===== config.mk =====
export PLATFORM = sky130hd
export DESIGN_NAME = loop_nest_up
export DESIGN_NICKNAME = d
export VERILOG_FILES = /design/src/rtl/loop_nest_up.sv
export SDC_FILE = /design/constraint.sdc
export NUM_CORES = 1
export LEC_CHECK = 0
export CORE_MARGIN = 4
export CORE_UTILIZATION = 49
export DETAILED_ROUTE_END_ITERATION = 8
export GPL_TIMING_DRIVEN = 1
export PLACE_DENSITY = 0.79
export SLEW_MARGIN = 20
export SYNTH_ARGS = -nofsm -noshare
export SYNTH_HDL_FRONTEND = slang
export SYNTH_SLANG_ARGS = --single-unit

===== constraint.sdc =====
create_clock -name clk -period 3 [get_ports clk]
set_input_delay 0.6 -clock clk [delete_from_list [all_inputs] [get_ports clk]]
set_output_delay 0.6 -clock clk [all_outputs]
set_load 0.01 [all_outputs]

===== src/rtl/loop_nest_up.sv =====
// Up-counting N-level loop-index generator with valid/ready output stream.
// Level 0 is innermost; per-level first/last flags are registered with the counts.
module loop_nest_up #(
    parameter int unsigned N = 3,
    parameter int unsigned W = 8
) (
    input  logic           clk,
    input  logic           rst,
    input  logic           cfg_valid,
    output logic           cfg_ready,
    input  logic [N*W-1:0] cfg_max,
    output logic           m_valid,
    input  logic           m_ready,
    output logic [N*W-1:0] m_count,
    output logic [N-1:0]   m_first,
    output logic [N-1:0]   m_last,
    output logic           m_last_all,
    output logic           done
);

    typedef enum logic {
        IDLE,
        RUN
    } state_t;

    state_t         state_q, state_d;
    logic [N*W-1:0] max_q, max_d;
    logic [N*W-1:0] count_q, count_d;
    logic [N-1:0]   first_q, first_d;
    logic [N-1:0]   last_q, last_d;
    logic           last_all_q, last_all_d;
    logic           done_q, done_d;

    logic           inner_at_max;
    logic [W-1:0]   cur, nxt, mx;

    always_ff @(posedge clk) begin
        if (rst) begin
            state_q    <= IDLE;
            max_q      <= '0;
            count_q    <= '0;
            first_q    <= '1;
            last_q     <= '0;
            last_all_q <= 1'b0;
            done_q     <= 1'b0;
        end else begin
            state_q    <= state_d;
            max_q      <= max_d;
            count_q    <= count_d;
            first_q    <= first_d;
            last_q     <= last_d;
            last_all_q <= last_all_d;
            done_q     <= done_d;
        end
    end

    always_comb begin
        state_d      = state_q;
        max_d        = max_q;
        count_d      = count_q;
        first_d      = first_q;
        last_d       = last_q;
        last_all_d   = last_all_q;
        done_d       = 1'b0;
        inner_at_max = 1'b1;
        cur          = '0;
        nxt          = '0;
        mx           = '0;
        unique case (state_q)
            IDLE: begin
                if (cfg_valid) begin
                    state_d = RUN;
                    max_d   = cfg_max;
                    count_d = '0;
                    first_d = '1;
                    for (int unsigned i = 0; i < N; i++) begin
                        last_d[i] = (cfg_max[i*W +: W] == '0);
                    end
                    last_all_d = &last_d;
                end
            end
            RUN: begin
                if (m_ready) begin
                    if (last_all_q) begin
                        state_d    = IDLE;
                        count_d    = '0;
                        first_d    = '1;
                        last_d     = '0;
                        last_all_d = 1'b0;
                        done_d     = 1'b1;
                    end else begin
                        // Ripple carry: a level moves only when every inner level sits at its max.
                        for (int unsigned i = 0; i < N; i++) begin
                            cur = count_q[i*W +: W];
                            mx  = max_q[i*W +: W];
                            if (inner_at_max) begin
                                nxt = (cur == mx) ? '0 : cur + 1'b1;
                            end else begin
                                nxt = cur;
                            end
                            count_d[i*W +: W] = nxt;
                            first_d[i]        = (nxt == '0);
                            last_d[i]         = (nxt == mx);
                            inner_at_max      = inner_at_max & (cur == mx);
                        end
                        last_all_d = &last_d;
                    end
                end
            end
            default: state_d = IDLE;
        endcase
    end

    always_comb begin
        cfg_ready  = (state_q == IDLE);
        m_valid    = (state_q == RUN);
        m_count    = count_q;
        m_first    = first_q;
        m_last     = last_q;
        m_last_all = last_all_q;
        done       = done_q;
    end

endmodule


### Logic cells by family

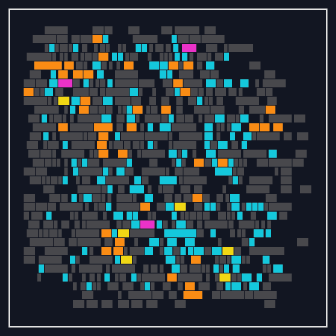
family	color	cells	most used
adder and majority cells	magenta	3	ha_1
multiplexers	yellow	6	mux2i_1
inverting AOI/OAI gates	cyan	134	a21oi_1
XOR/XNOR gates	orange	40	xnor2_1
Comb/total area: 51.6%
most instantiated logic cell after routing: nand2_1
post-route insts no fill: 710

### Placement by cell class

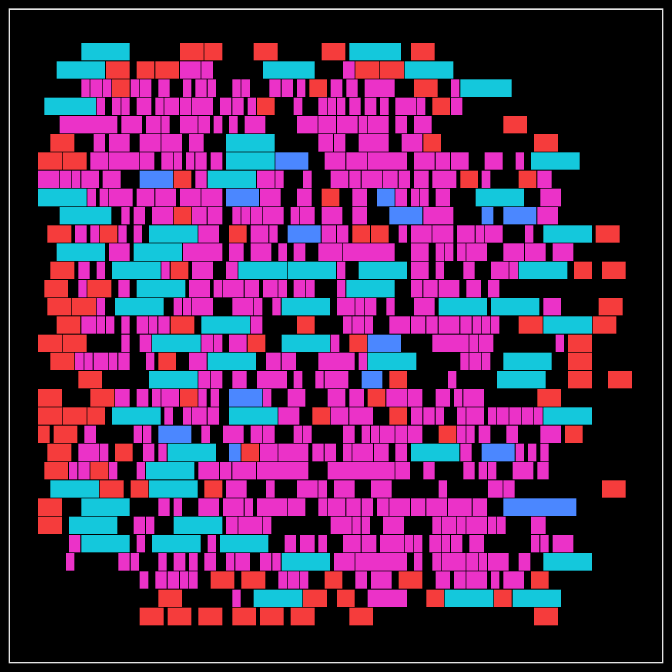
class	color	cells
clock drivers and dummy loads	blue	15
other buffers and delay cells	red	101
all other logic	magenta	435
flip-flops	cyan	57
Rows: 32
flop share of the area: 23.0%
fin util: 64.7%

### Sequential cells grouped by signal name

Other sequential cells in the stronger gray, the rest of the logic in the fainter gray.
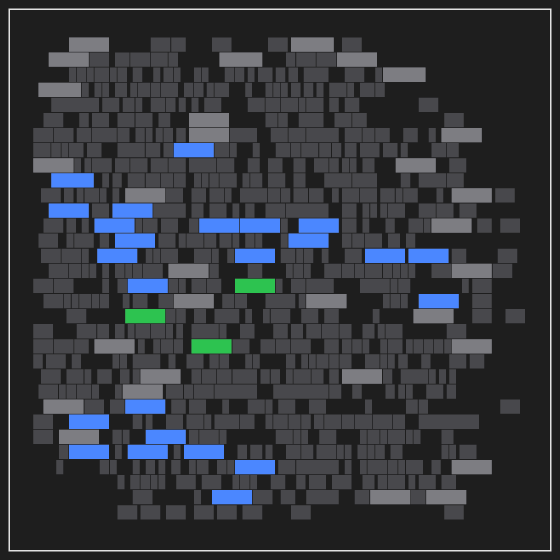
name in the netlist	color	flops
m_last	green	3
max_q	blue	24
not colored	30

==> GITHUB_STEP_SUMMARY <==
## PnR job results

| Metric | Value |
|---|---|
| Share of layout cells above drive strength 1 | around an eighth |
| DR vias | 4,275 |
| FF/Latch Area | around 1100 um2 |
| Cell area after layout | 5000 um2 |
| Status | complete, no violations |
| Core area | 7730 um2 |
| Root Driver | clkbuf_8 |
| Tool Warnings | 26 |
| Post-cts resize count | 0 |
| Worst Setup Path Type | flop to flop |
| Crit-path cells | xnor2_1 -> nand4_1 -> buf_4 -> buf_4 -> o41ai_1 -> a22o_1 -> xor2_1 -> a2111oi_1 -> buf_4 -> a31oi_1 -> a2111oi_2 |
| Endpoint class of the critical path | flop |
| N_diodes | 0 |
| Synth Net Count | ~560 |
| Via density per instance | roughly 6.0 |
| Final-report setup violation count | 0 |
| Rel. slew slack | 59.9% |
| Clock network contribution to total cell area | roughly 3.9% |
| FF-to-FF End | m_last[1] |
| Yosys aoi share | 23.9% |
| DRT iter0 DRCs | approximately 360 |
| Clock Tree Buf Depth | 2 |
| Number of enable flip-flop cells | 0 |
| Area delta synth->final | 27.8% |
| Sequential Power Share | approximately two fifths |
| Global-route layer with the greatest usage | met2 |
| Worst hold start | max_q[16] |
| Max stage delay on crit path | 420 ps |
| Max Freq | about 350 MHz |
| Worst Hold End | max_q[16] |
| Post-Route WL | around 12,000 um |
| P_comb | around 0.00050 W |
| Most common cell in the netlist | nand2_1 |
| Die Wd | roughly 100 um |
| Die area | around 9500 um2 |
| Cells after Synth | roughly 530 |
| Synth Cell Area | ~3900 um2 |
| Nets | 635 |
| Main flop type | dfxtp_1 |
| TritonCTS clock tree | yes |
Power figures rest on the tool's default switching activity, not on a simulated workload.
